--- src/rtl/cnn_inst_queue.sv ---
// rtl/cnn_inst_queue.sv - instruction FIFO and issue sequencer feeding the CNN instruction parser
module cnn_inst_queue #(
    parameter int INST_W = 128,
    parameter int DEPTH  = 16,
    parameter int AW     = 4
) (
    input  logic              CLOCK65,
    input  logic              RESETN,
    input  logic [INST_W-1:0] cnn_inst,
    input  logic              cnn_inst_en,
    input  logic              parser_ready,
    output logic [INST_W-1:0] parser_inst,
    output logic              parser_inst_en,
    output logic              busy,
    output logic              done,
    output logic [AW:0]       inst_count,
    output logic              overflow
);

    typedef enum logic [2:0] {
        S_IDLE,
        S_ISSUE,
        S_WAIT_ACK,
        S_WAIT_CMP,
        S_DONE
    } state_t;

    localparam logic [AW:0] L_DEPTH = (AW+1)'(DEPTH);
    localparam logic [7:0]  L_CLEAR = 8'd1;
    localparam logic [7:0]  L_START = 8'd2;

    logic [INST_W-1:0] r_mem [DEPTH];
    logic [AW-1:0]     r_wr_ptr;
    logic [AW-1:0]     r_rd_ptr;
    logic [AW:0]       r_count;
    logic              r_overflow;
    logic [INST_W-1:0] r_parser_inst;
    logic              r_parser_inst_en;
    logic              r_done;
    state_t            r_state;

    logic w_upper_zero;
    logic w_clear;
    logic w_start;
    logic w_is_inst;
    logic w_push;
    logic w_pop;

    // Classify the host word: control words have all bits above the low byte clear
    always_comb begin
        w_upper_zero = (cnn_inst[INST_W-1:8] == '0);
        w_clear      = cnn_inst_en && w_upper_zero && (cnn_inst[7:0] == L_CLEAR);
        w_start      = cnn_inst_en && w_upper_zero && (cnn_inst[7:0] == L_START);
        w_is_inst    = cnn_inst_en && !w_upper_zero;
        w_push       = w_is_inst && (r_count < L_DEPTH);
        w_pop        = (r_state == S_ISSUE) && (r_count != '0) && parser_ready && !w_clear;
    end

    // FIFO storage; contents need no reset because occupancy is tracked separately
    always_ff @(posedge CLOCK65) begin
        if (w_push) begin
            r_mem[r_wr_ptr] <= cnn_inst;
        end
    end

    // Pointers, occupancy, sticky overflow and the issue sequencer
    always_ff @(posedge CLOCK65) begin
        if (!RESETN) begin
            r_wr_ptr         <= '0;
            r_rd_ptr         <= '0;
            r_count          <= '0;
            r_overflow       <= 1'b0;
            r_parser_inst    <= '0;
            r_parser_inst_en <= 1'b0;
            r_done           <= 1'b0;
            r_state          <= S_IDLE;
        end else begin
            r_parser_inst_en <= 1'b0;
            r_done           <= 1'b0;
            if (w_clear) begin
                // An op already handed to the parser is left to finish on its own
                r_wr_ptr   <= '0;
                r_rd_ptr   <= '0;
                r_count    <= '0;
                r_overflow <= 1'b0;
                r_state    <= S_IDLE;
            end else begin
                if (w_push) begin
                    r_wr_ptr <= r_wr_ptr + 1'b1;
                end
                if (w_is_inst && !w_push) begin
                    r_overflow <= 1'b1;
                end
                if (w_pop) begin
                    r_rd_ptr <= r_rd_ptr + 1'b1;
                end
                if (w_push && !w_pop) begin
                    r_count <= r_count + 1'b1;
                end else if (w_pop && !w_push) begin
                    r_count <= r_count - 1'b1;
                end

                case (r_state)
                    S_IDLE: begin
                        if (w_start) begin
                            r_state <= S_ISSUE;
                        end
                    end
                    S_ISSUE: begin
                        if (r_count == '0) begin
                            r_state <= S_DONE;
                        end else if (parser_ready) begin
                            r_parser_inst    <= r_mem[r_rd_ptr];
                            r_parser_inst_en <= 1'b1;
                            r_state          <= S_WAIT_ACK;
                        end
                    end
                    S_WAIT_ACK: begin
                        // Wait for the parser to acknowledge by dropping ready
                        if (!parser_ready) begin
                            r_state <= S_WAIT_CMP;
                        end
                    end
                    S_WAIT_CMP: begin
                        if (parser_ready) begin
                            r_state <= S_ISSUE;
                        end
                    end
                    S_DONE: begin
                        r_done  <= 1'b1;
                        r_state <= S_IDLE;
                    end
                    default: begin
                        r_state <= S_IDLE;
                    end
                endcase
            end
        end
    end

    assign parser_inst    = r_parser_inst;
    assign parser_inst_en = r_parser_inst_en;
    assign busy           = (r_state != S_IDLE);
    assign done           = r_done;
    assign inst_count     = r_count;
    assign overflow       = r_overflow;

endmodule
--- config.mk ---
export PLATFORM = sky130hd
export DESIGN_NAME = cnn_inst_queue
export DESIGN_NICKNAME = d
export VERILOG_FILES = /design/src/rtl/cnn_inst_queue.sv
export SDC_FILE = /design/constraint.sdc
export NUM_CORES = 2
export LEC_CHECK = 0
export ABC_AREA = 0
export CORE_ASPECT_RATIO = 0.5
export CORE_MARGIN = 2
export CORE_UTILIZATION = 41
export CTS_BUF_LIST = sky130_fd_sc_hd__clkbuf_16
export DETAILED_ROUTE_END_ITERATION = 12
export GPL_ROUTABILITY_DRIVEN = 0
export GPL_TIMING_DRIVEN = 0
export PLACE_DENSITY = 0.62
export SYNTH_ARGS = -nofsm -noshare
export SYNTH_HDL_FRONTEND = slang
export SYNTH_SLANG_ARGS = --single-unit
--- constraint.sdc ---
create_clock -name CLOCK65 -period 35.9 [get_ports CLOCK65]
set_input_delay 7.18 -clock CLOCK65 [delete_from_list [all_inputs] [get_ports CLOCK65]]
set_output_delay 7.18 -clock CLOCK65 [all_outputs]
set_load 0.02 [all_outputs]
==> flow_metrics.tcl <==
# yosys + openroad results
set metrics [dict create \
    ys_seq_share_pct 76.71 \
    setup_slack_ns 22.23 \
    final_util_pct 48.63 \
    max-slew-margin-rel_pct 3.985 \
    dieArea_mm2 0.2088 \
    arrival_ns 14.39 \
    cts_made_buffers 196 \
    hold_viol_final 0 \
    ys_sh_aoi_pct 4.595 \
    edf_count 2048 \
    comb_cell_power_mw 0.285 \
    drc 0 \
    clock_sink_count 2195 \
    h-tree-depth 4 \
    path_depth 18 \
    simple_gate_share_pct 2.851 \
    diodes 15 \
    grt_busiest_layer "met2" \
    p_clk_share_pct 39.1 \
    cap_violations 0 \
    ys_sh_mux_pct 14.13 \
    post_cts_buffers 0 \
    core_area_mm2 0.2035 \
    fin_nets 5150 \
    routed-wl-met3_um 20660 \
    synthTopCellsByArea "edfxtp_1, mux4_2, mux2i_1" \
    largest_cell_class "registers" \
    crit_chain "clkdlybuf4s50_1, nor4_1, nand4_1, nor4_4, nand4b_2, and2_1, buf_2, clkbuf_1, inv_1, ha_1, inv_1, fa_1, a21o_1, a21oi_1, xnor2_1, nor2_1, xnor2_1, nor2_1" \
    syn-num-nets 4535 \
    crit_type "input port to flop" \
    critPathLaunchType "input port" \
    clkTransAtPathRegs_ns 0.06 \
    top_power_group "sequential cells" \
    yosysUniqueCellTypes 45 \
    layout-drive-gt1-share_pct 15.93 \
    p_switching_mw 1.126 \
    drt-wirelength-per-cell_um 30.33 \
    crit_fanout 17 \
    combAreaFraction_pct 18.68 \
    common_cells "edfxtp_1, mux2i_1, mux4_2" \
    setup_violations 0 \
    power_clock_mw 2.04 \
    wl_met2_um 114500 \
    tool_warnings 29 \
    cts_resized 0 \
    leakagePower_nw 29.94 \
    comb_cells 1903 \
    top_layer "met5" \
    r2r_setup_slack_ns 30.17 \
    ir_drop_mv 0.05262 \
    slew_violations 0 \
    power.share.sequential_pct 55.4 \
    hold_path_end "parser_inst[60]" \
    status "finished, final reports clean" \
    grt-ovfl-total 0 \
    min_path_cells 2 \
    slowest_delay_ns 1.24 \
    largest_reg_flops 2048 \
    initial_core_util_pct 41.29 \
    io_buffers 268 \
    grtUsageMet2_pct 36.64 \
    flop-count 2195 \
    grtUsageMet1_pct 30.45 \
]
Figure 1. Met1 routing.
Bar = 200 um. Supply wires on this layer in gray.
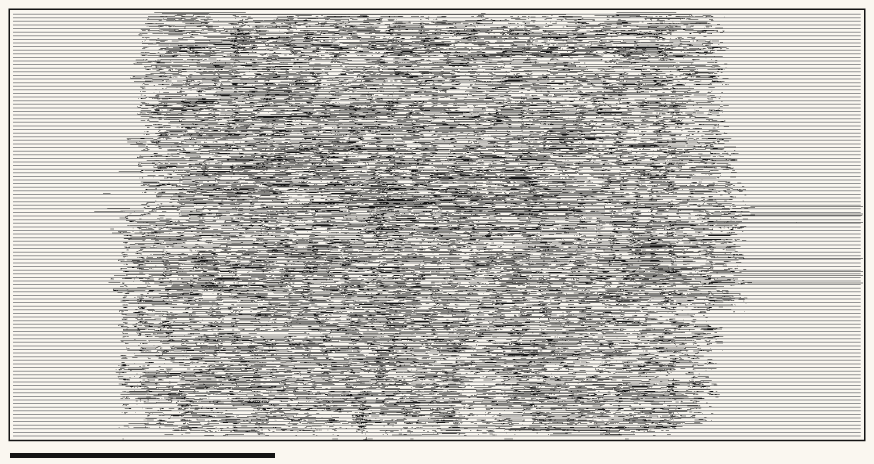
nets with wire on the layer: 4963
wire length on this layer: 96.4 mm
share of all routed wire: 40%
longest straight run: 269 um

Figure 2. Metal 2.
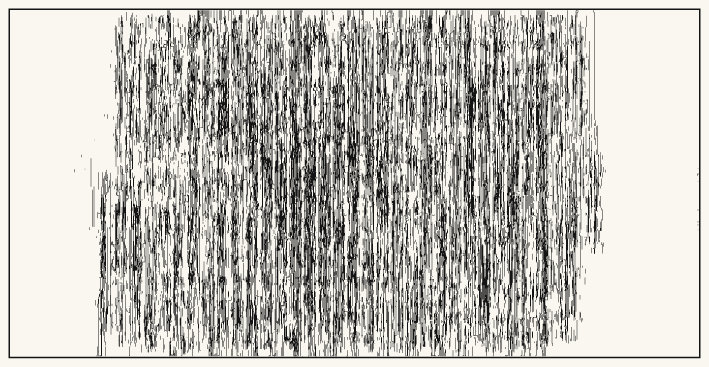
longest straight run: 147 um
wire length on this layer: 114 mm
nets with wire on the layer: 4589
share of all routed wire: 48%

Figure 3. Signal wires on met3.
Bar = 200 um. Cells faint in the background.
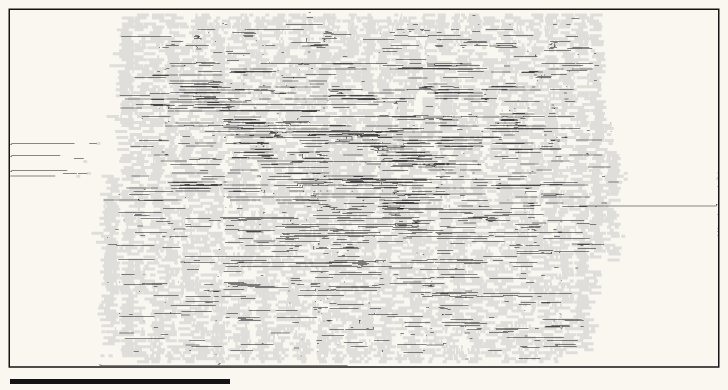
share of all routed wire: 8.6%
main direction: horizontal
wire length on this layer: 20.7 mm

Figure 4. Metal 4.
Supply wires on this layer in gray.
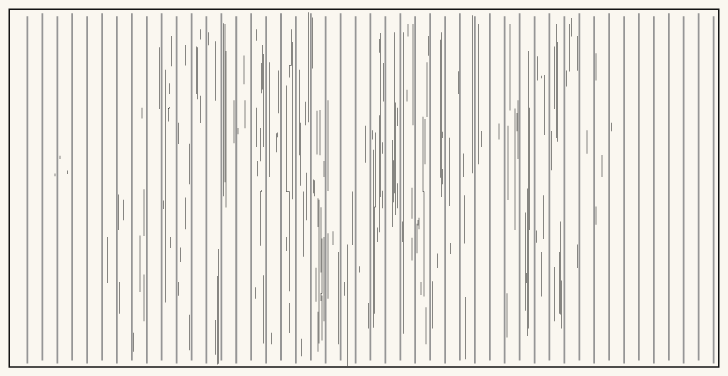
share of all routed wire: 3.7%
wire length on this layer: 8760 um
main direction: vertical
nets with wire on the layer: 115

